## config.mk

```make
export PLATFORM = sky130hd
export DESIGN_NAME = cmd_fetch
export DESIGN_NICKNAME = d
export VERILOG_FILES = /design/src/rtl/cmd_pkg.sv /design/src/rtl/cmd_fetch.sv
export SDC_FILE = /design/constraint.sdc
export NUM_CORES = 1
export LEC_CHECK = 0
export CORE_MARGIN = 5
export CORE_UTILIZATION = 35
export DETAILED_ROUTE_END_ITERATION = 8
export HOLD_SLACK_MARGIN = 0.02
export PLACE_DENSITY = 0.7
export REMOVE_ABC_BUFFERS = 1
export SYNTH_ARGS = -nofsm -noshare
export SYNTH_HDL_FRONTEND = slang
export SYNTH_SLANG_ARGS = --single-unit
```

## constraint.sdc

```tcl
create_clock -name clk -period 2.1 [get_ports clk]
set_input_delay 0.42 -clock clk [delete_from_list [all_inputs] [get_ports clk]]
set_output_delay 0.42 -clock clk [all_outputs]
set_load 0.1 [all_outputs]
```

## src/rtl/cmd_pkg.sv

```systemverilog
// Shared command-path definitions: word width, end-of-program and padding words,
// and the fetch FSM encoding also used by the command buffer.
package cmd_pkg;

   localparam int DATA_W = 14;
   localparam logic [DATA_W-1:0] HALT_WORD = 14'h3FFF;
   localparam logic [DATA_W-1:0] NOP_WORD  = 14'h0000;

   typedef enum logic [2:0] {
      ST_IDLE = 3'd0,
      ST_REQ  = 3'd1,
      ST_WAIT = 3'd2,
      ST_PUSH = 3'd3,
      ST_PAD  = 3'd4,
      ST_HALT = 3'd5
   } state_e;

endpackage

```

## src/rtl/cmd_fetch.sv

```systemverilog
// Fetches command words from program memory one read at a time and pushes them
// into the command buffer in even/odd pairs, with branch redirect and halt.
module cmd_fetch #(
   parameter int                DATA_W    = cmd_pkg::DATA_W,
   parameter int                ADDR_W    = 8,
   parameter logic [DATA_W-1:0] HALT_WORD = cmd_pkg::HALT_WORD,
   parameter logic [DATA_W-1:0] NOP_WORD  = cmd_pkg::NOP_WORD
) (
   input  logic              clk,
   input  logic              reset,
   input  logic              start,
   output logic              mem_rd,
   output logic [ADDR_W-1:0] mem_addr,
   input  logic              mem_valid,
   input  logic [DATA_W-1:0] mem_data,
   input  logic              buf_full,
   output logic              cmd_write,
   output logic [DATA_W-1:0] cmd_word,
   input  logic              branch_req,
   input  logic [ADDR_W-1:0] branch_addr,
   output logic              busy,
   output logic              halted
);

   cmd_pkg::state_e   state_q, state_d;
   logic [ADDR_W-1:0] pc_q, pc_d;
   logic [ADDR_W-1:0] tgt_q, tgt_d;
   logic              phase_q, phase_d;
   logic              pend_q, pend_d;
   logic [DATA_W-1:0] word_q, word_d;

   logic              br_s;
   logic              pend_s;
   logic              wr_s;
   logic [ADDR_W-1:0] br_tgt_s;
   logic [ADDR_W-1:0] tgt_s;

   // Next-state, next-pc and pair/branch bookkeeping
   always_comb begin
      br_tgt_s = branch_addr & ~ADDR_W'(1);
      br_s     = branch_req && ((state_q == cmd_pkg::ST_REQ)  || (state_q == cmd_pkg::ST_WAIT) ||
                                (state_q == cmd_pkg::ST_PUSH) || (state_q == cmd_pkg::ST_PAD));
      tgt_s    = br_s ? br_tgt_s : tgt_q;
      pend_s   = pend_q | br_s;
      wr_s     = ((state_q == cmd_pkg::ST_PUSH) || (state_q == cmd_pkg::ST_PAD)) && !buf_full;

      state_d = state_q;
      pc_d    = pc_q;
      phase_d = phase_q;
      pend_d  = pend_s;
      tgt_d   = tgt_s;
      word_d  = word_q;

      case (state_q)
         cmd_pkg::ST_IDLE: begin
            if (start) state_d = cmd_pkg::ST_REQ;
            else       state_d = cmd_pkg::ST_IDLE;
         end
         cmd_pkg::ST_REQ: begin
            state_d = cmd_pkg::ST_WAIT;
         end
         cmd_pkg::ST_WAIT: begin
            // A response that arrives with a branch pending is stale and dropped
            if (mem_valid) begin
               if (pend_s) begin
                  if (!phase_q) begin
                     pc_d    = tgt_s;
                     phase_d = 1'b0;
                     pend_d  = 1'b0;
                     state_d = cmd_pkg::ST_REQ;
                  end else begin
                     state_d = cmd_pkg::ST_PAD;
                  end
               end else begin
                  word_d  = mem_data;
                  state_d = cmd_pkg::ST_PUSH;
               end
            end else begin
               state_d = cmd_pkg::ST_WAIT;
            end
         end
         cmd_pkg::ST_PUSH: begin
            if (wr_s) begin
               pc_d    = pc_q + ADDR_W'(1);
               phase_d = !phase_q;
               if (pend_s) begin
                  if (phase_q) begin
                     pc_d    = tgt_s;
                     phase_d = 1'b0;
                     pend_d  = 1'b0;
                     state_d = cmd_pkg::ST_REQ;
                  end else begin
                     state_d = cmd_pkg::ST_PAD;
                  end
               end else if (word_q == HALT_WORD) begin
                  state_d = phase_q ? cmd_pkg::ST_HALT : cmd_pkg::ST_PAD;
               end else begin
                  state_d = cmd_pkg::ST_REQ;
               end
            end else if (pend_s) begin
               // Unwritten word is abandoned; an open pair is closed with a NOP first
               if (phase_q) begin
                  state_d = cmd_pkg::ST_PAD;
               end else begin
                  pc_d    = tgt_s;
                  phase_d = 1'b0;
                  pend_d  = 1'b0;
                  state_d = cmd_pkg::ST_REQ;
               end
            end else begin
               state_d = cmd_pkg::ST_PUSH;
            end
         end
         cmd_pkg::ST_PAD: begin
            if (wr_s) begin
               phase_d = 1'b0;
               if (pend_s) begin
                  pc_d    = tgt_s;
                  pend_d  = 1'b0;
                  state_d = cmd_pkg::ST_REQ;
               end else begin
                  state_d = cmd_pkg::ST_HALT;
               end
            end else begin
               state_d = cmd_pkg::ST_PAD;
            end
         end
         cmd_pkg::ST_HALT: begin
            if (branch_req) begin
               pc_d    = br_tgt_s;
               phase_d = 1'b0;
               pend_d  = 1'b0;
               state_d = cmd_pkg::ST_REQ;
            end else begin
               state_d = cmd_pkg::ST_HALT;
            end
         end
         default: begin
            state_d = cmd_pkg::ST_IDLE;
         end
      endcase
   end

   // State and datapath registers
   always_ff @(posedge clk) begin
      if (reset) begin
         state_q <= cmd_pkg::ST_IDLE;
         pc_q    <= '0;
         tgt_q   <= '0;
         phase_q <= 1'b0;
         pend_q  <= 1'b0;
         word_q  <= '0;
      end else begin
         state_q <= state_d;
         pc_q    <= pc_d;
         tgt_q   <= tgt_d;
         phase_q <= phase_d;
         pend_q  <= pend_d;
         word_q  <= word_d;
      end
   end

   assign mem_rd    = (state_q == cmd_pkg::ST_REQ);
   assign mem_addr  = pc_q;
   assign cmd_write = wr_s;
   assign cmd_word  = (state_q == cmd_pkg::ST_PAD) ? NOP_WORD : word_q;
   assign busy      = (state_q != cmd_pkg::ST_IDLE) && (state_q != cmd_pkg::ST_HALT);
   assign halted    = (state_q == cmd_pkg::ST_HALT);

endmodule

```

==> impl_metrics.env, run 1 <==
# implementation run metrics
export IMPL_post_place_ws_ns=-0.111
export IMPL_num_multi_input_gates=239
export IMPL_buffer_area_share_pct=29.3
export IMPL_syn_area_per_cell_um2=8.05
export IMPL_timing_hold_ws_ns=0.497
export IMPL_crit_path_start_kind="flip-flop"
export IMPL_syn_area_um2=2430
export IMPL_top_area_share_pct=28.8
export IMPL_power_density_nw_per_um2=550
export IMPL_track_usage_pct=17.7
export IMPL_ys_ff=35
export IMPL_critPathBufInv=3
export IMPL_cts_root_buf="clkbuf_8"
export IMPL_register_area_um2=706
export IMPL_dr_wl_met2_um=3590
export IMPL_grt_pass1_vias=2548
export IMPL_clock_sinks=35
export IMPL_comb_power_share_pct=31.7
export IMPL_largestPowerGroup="registers"
export IMPL_drt_iter0_drc=173
export IMPL_r2r_end="mem_addr[5]"
export IMPL_grt_start_max_net_pins=28
export IMPL_lay_top_count="buf_4"
export IMPL_cts_buffer_depth=2
export IMPL_required_ns=1.68
export IMPL_ant_nets=0
export IMPL_synth_top_flop_cell="dfxtp_1"
export IMPL_power_mw=2.01
export IMPL_sequentialPowerShare_pct=35.2
export IMPL_instances_no_fill=481
export IMPL_cts_htree_levels=2
export IMPL_fmax_mhz=489
export IMPL_yosysUniqueCellTypes=57
export IMPL_tapCellCount=96
export IMPL_ios=54
export IMPL_use_met3_pct=5.55
export IMPL_fin_crit_ns=2.05
export IMPL_p_int_mw=1.35
export IMPL_signal_buffers=99
export IMPL_route_detailed_drc=0
export IMPL_warnings=27
export IMPL_crit_start="state_q[1]"
export IMPL_crit_chain="buf_6 > nand2b_4 > nor2_4 > buf_6 > nor2_1 > nor2_2 > buf_12"
export IMPL_fin_area_um2=3650
export IMPL_grt_busiest_layer="met2"
export IMPL_fp_row_count=30
export IMPL_swShare_pct=32.6
export IMPL_synth_edff_count=0
export IMPL_place_area_um2=3450
export IMPL_min_path_type="reg -> reg"
export IMPL_path_clk_slew_ns=0.08
export IMPL_globalRouteMet1Util_pct=22.7
export IMPL_simple_gate_area_share_pct=26.8
export IMPL_cp_depth=7
export IMPL_crit_fanout=13
export IMPL_drt_total_wl_um=7830
export IMPL_async_flop_share_pct=0
export IMPL_dr_pass1_iters=5
export IMPL_report_final_setup_viol=0
export IMPL_arrival_ns=1.63
export IMPL_clk_share_pct=3.22
export IMPL_status="complete, no violations"
export IMPL_n_fill_cell=633
export IMPL_die_w_um=93.3
export IMPL_vdd_drop_max_mv=0.318
export IMPL_p_sw_uw=656
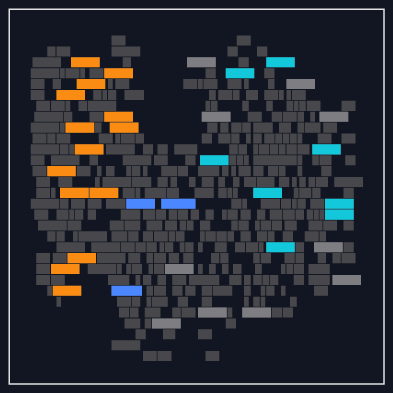
run_1/flops_by_reg.png
Drawn at 4 px/µm. Other sequential cells in the stronger gray, the rest of the logic in the fainter gray.
- cyan: mem_addr (placed flops 8)
- blue: state_q (placed flops 3)
- orange: word_q (placed flops 14)

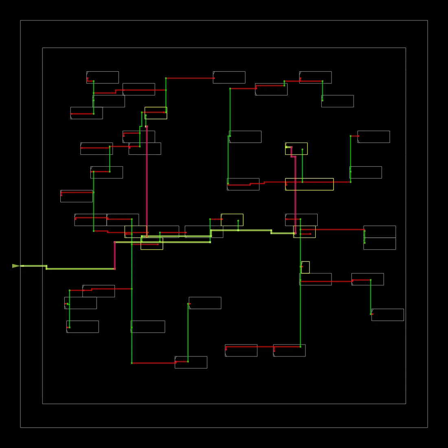
run_1/clocks.png
clock latency at the later pin of the worst-skew pair: 0.30 ns
registers: 35
Num CTS Buffers: 5
clk pwr: 665 µW

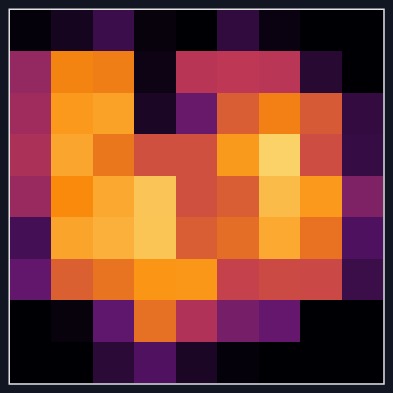
run_1/cell_density.png
Drawn at 4 px/µm. The die is cut into 9 by 9 equal tiles; black is low, pale yellow is high, 0 to 100% covered.
- emptiest ninth of the die: south-east
- mean over tiles: 41%
- tiles over 75% full: 19%
Final Core Density: 53.7%
fp_density: 35.8%
area of the core: 6790 µm²

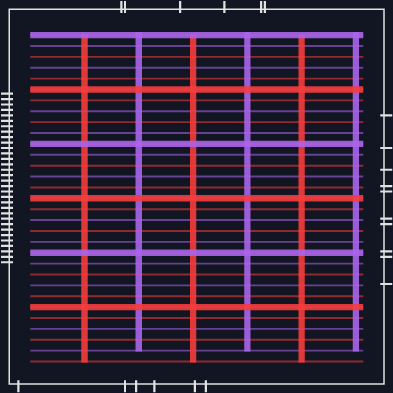
run_1/power_grid.png
Drawn at 4 px/µm. Pins as bars on the die edge.
- purple: VDD
- red: VSS
- rows: 30
- met4 straps: 6
- met1 rails: 31
- met5 straps: 6

run_1/layer_met2.png
Drawn at 4 px/µm.
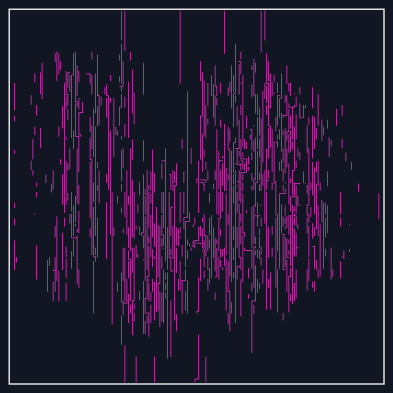

## Run 2: what changed since run 1
Settings changed: PLACE_DENSITY 0.7 to 0.6.
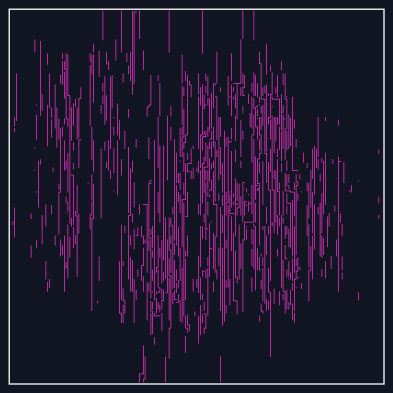
run_2/layer_met2.png
Drawn at 4 px/µm.
- main direction: vertical
- share of all routed wire: 45%
- nets with wire on the layer: 348
- wire length on this layer: 3560 µm
- longest straight run: 47.6 µm

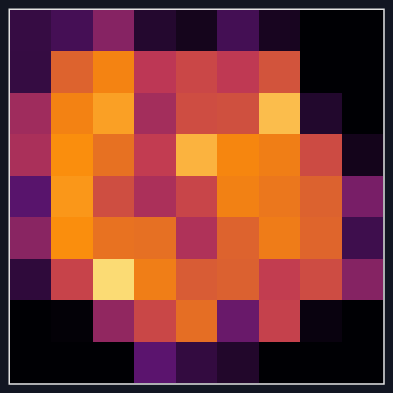
run_2/cell_density.png
Drawn at 4 px/µm. The die is cut into 9 by 9 equal tiles; black is low, pale yellow is high, 0 to 100% covered.
Final Core Density: 53.0%

==> run 2 against run 1 <==
Net effect: synthesized cell count unchanged; register-to-register slack worse by 0.04 ns; via count down 0.61%; first-iteration DRC count up 40%; largest cell class unchanged; die area unchanged; core utilization down 0.70 points; combinational power down 3%; worst hold slack better by 0.0069 ns.
==> impl_metrics.env, run 2 <==
# implementation run metrics
export IMPL_warnings=27
export IMPL_hold_violations=0
export IMPL_simple_gate_area_share_pct=26.8
export IMPL_vdd_drop_max_mv=0.325
export IMPL_fp_row_count=30
export IMPL_buffer_area_share_pct=29.2
export IMPL_largestPowerGroup="registers"
export IMPL_use_met3_pct=6.19
export IMPL_coreArea_um2=6790
export IMPL_fmax_mhz=490
export IMPL_synthMostInstantiatedCell="nor2_1"
export IMPL_fp_utilization_pct=35.8
export IMPL_post_place_ws_ns=-0.123
export IMPL_clock_latency_ns=0.29
export IMPL_synth_top_flop_cell="dfxtp_1"
export IMPL_report_final_setup_viol=0
export IMPL_clk_power_uw=631
export IMPL_die_w_um=93.3
export IMPL_crit_start="state_q[1]"
export IMPL_signal_buffers=97
export IMPL_instances_no_fill=479
export IMPL_route_detailed_drc=0
export IMPL_p_sw_uw=648
export IMPL_swShare_pct=33.1
export IMPL_cts_root_buf="clkbuf_8"
export IMPL_place_area_um2=3470
export IMPL_clk_share_pct=3.13
export IMPL_status="complete, no violations"
export IMPL_r2r_end="state_q[0]"
export IMPL_crit_path_start_kind="flip-flop"
export IMPL_ant_nets=0
export IMPL_num_multi_input_gates=239
export IMPL_globalRouteMet1Util_pct=22.3
export IMPL_power_density_nw_per_um2=544
export IMPL_yosysUniqueCellTypes=57
export IMPL_required_ns=2.27
export IMPL_timing_hold_ws_ns=0.504
export IMPL_tapCellCount=96
export IMPL_yosys_stat_area_um2=2430
export IMPL_numCtsBuffers=5
export IMPL_grt_pass1_vias=2503
export IMPL_ios=54
export IMPL_dr_pass1_iters=5
export IMPL_drt_iter0_drc=243
export IMPL_min_path_type="reg -> reg"
export IMPL_power_mw=1.96
export IMPL_grt_start_max_net_pins=18
export IMPL_cp_depth=7
export IMPL_synth_edff_count=0
export IMPL_cts_buffer_depth=2
export IMPL_flops=35
export IMPL_top_area_share_pct=28.8
export IMPL_sequentialPowerShare_pct=36.2
export IMPL_clock_sinks=35
export IMPL_comb_power_share_pct=31.5
export IMPL_p_int_mw=1.31
export IMPL_dieHeight_um=93.3
export IMPL_track_usage_pct=17.9
export IMPL_drive_above_1_share_pct=26.4
export IMPL_async_flop_share_pct=0
export IMPL_path_clk_slew_ns=0.08
export IMPL_n_fill_cell=652
export IMPL_register_area_um2=701
export IMPL_crit_chain="or3_4 > and3_1 > buf_4 > o21ai_4 > buf_4 > a41oi_1 > a221oi_1"
export IMPL_critPathBufInv=2
export IMPL_syn_area_um2=2430
export IMPL_syn_area_per_cell_um2=8.05
export IMPL_lay_top_count="buf_4"
export IMPL_dr_wl_met2_um=3560
## Run 3: what changed since run 2
Settings changed: ABC_AREA set to 0.
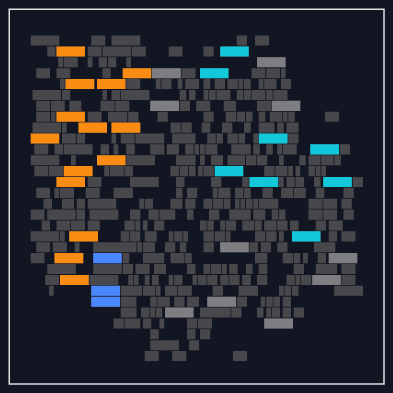
run_3/flops_by_reg.png
Drawn at 4 px/µm. Other sequential cells in the stronger gray, the rest of the logic in the fainter gray.
flop share of the area: 19.5%
seq pwr: 710 µW
FF/Latch Area: 701 µm²

==> run 3 against run 2 <==
Net effect: sequential power about the same; sequential share of layout area unchanged; global-route usage unchanged; largest cell class unchanged; cell count unchanged; routed wire length unchanged; cell area unchanged; count of clock-buffer cells in the layout unchanged.
==> impl_metrics.env, run 3 <==
# implementation run metrics
export IMPL_syn_area_per_cell_um2=8.05
export IMPL_required_ns=2.27
export IMPL_synthMostInstantiatedCell="nor2_1"
export IMPL_drt_iter0_drc=243
export IMPL_yosys_stat_area_um2=2430
export IMPL_grt_pass1_vias=2503
export IMPL_tapCellCount=96
export IMPL_buffer_area_share_pct=29.2
export IMPL_p_int_mw=1.31
export IMPL_vdd_drop_max_mv=0.325
export IMPL_coreArea_um2=6790
export IMPL_largestPowerGroup="registers"
export IMPL_min_path_type="reg -> reg"
export IMPL_timing_hold_ws_ns=0.504
export IMPL_path_clk_slew_ns=0.08
export IMPL_hold_violations=0
export IMPL_place_area_um2=3470
export IMPL_crit_path_start_kind="flip-flop"
export IMPL_flops=35
export IMPL_ant_nets=0
export IMPL_critPathBufInv=2
export IMPL_signal_buffers=97
export IMPL_status="complete, no violations"
export IMPL_power_density_nw_per_um2=544
export IMPL_num_multi_input_gates=239
export IMPL_globalRouteMet1Util_pct=22.3
export IMPL_die_w_um=93.3
export IMPL_comb_power_share_pct=31.5
export IMPL_warnings=27
export IMPL_n_fill_cell=652
export IMPL_dieHeight_um=93.3
export IMPL_cts_root_buf="clkbuf_8"
export IMPL_dr_pass1_iters=5
export IMPL_syn_area_um2=2430
export IMPL_cp_depth=7
export IMPL_cts_buffer_depth=2
export IMPL_track_usage_pct=17.9
export IMPL_fmax_mhz=490
export IMPL_synth_top_flop_cell="dfxtp_1"
export IMPL_clk_share_pct=3.13
export IMPL_instances_no_fill=479
export IMPL_drive_above_1_share_pct=26.4
export IMPL_route_detailed_drc=0
export IMPL_yosysUniqueCellTypes=57
export IMPL_dr_wl_met2_um=3560
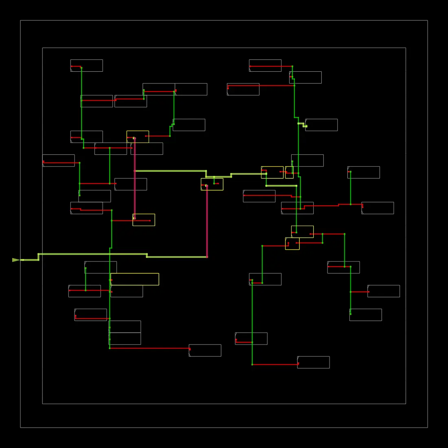
run_3/clocks.png
Final Skew: 0.00636 ns
clock latency at the later pin of the worst-skew pair: 0.29 ns
Clock Sinks: 35
clock buffers: 5

Power figures rest on the tool's default switching activity, not on a simulated workload.
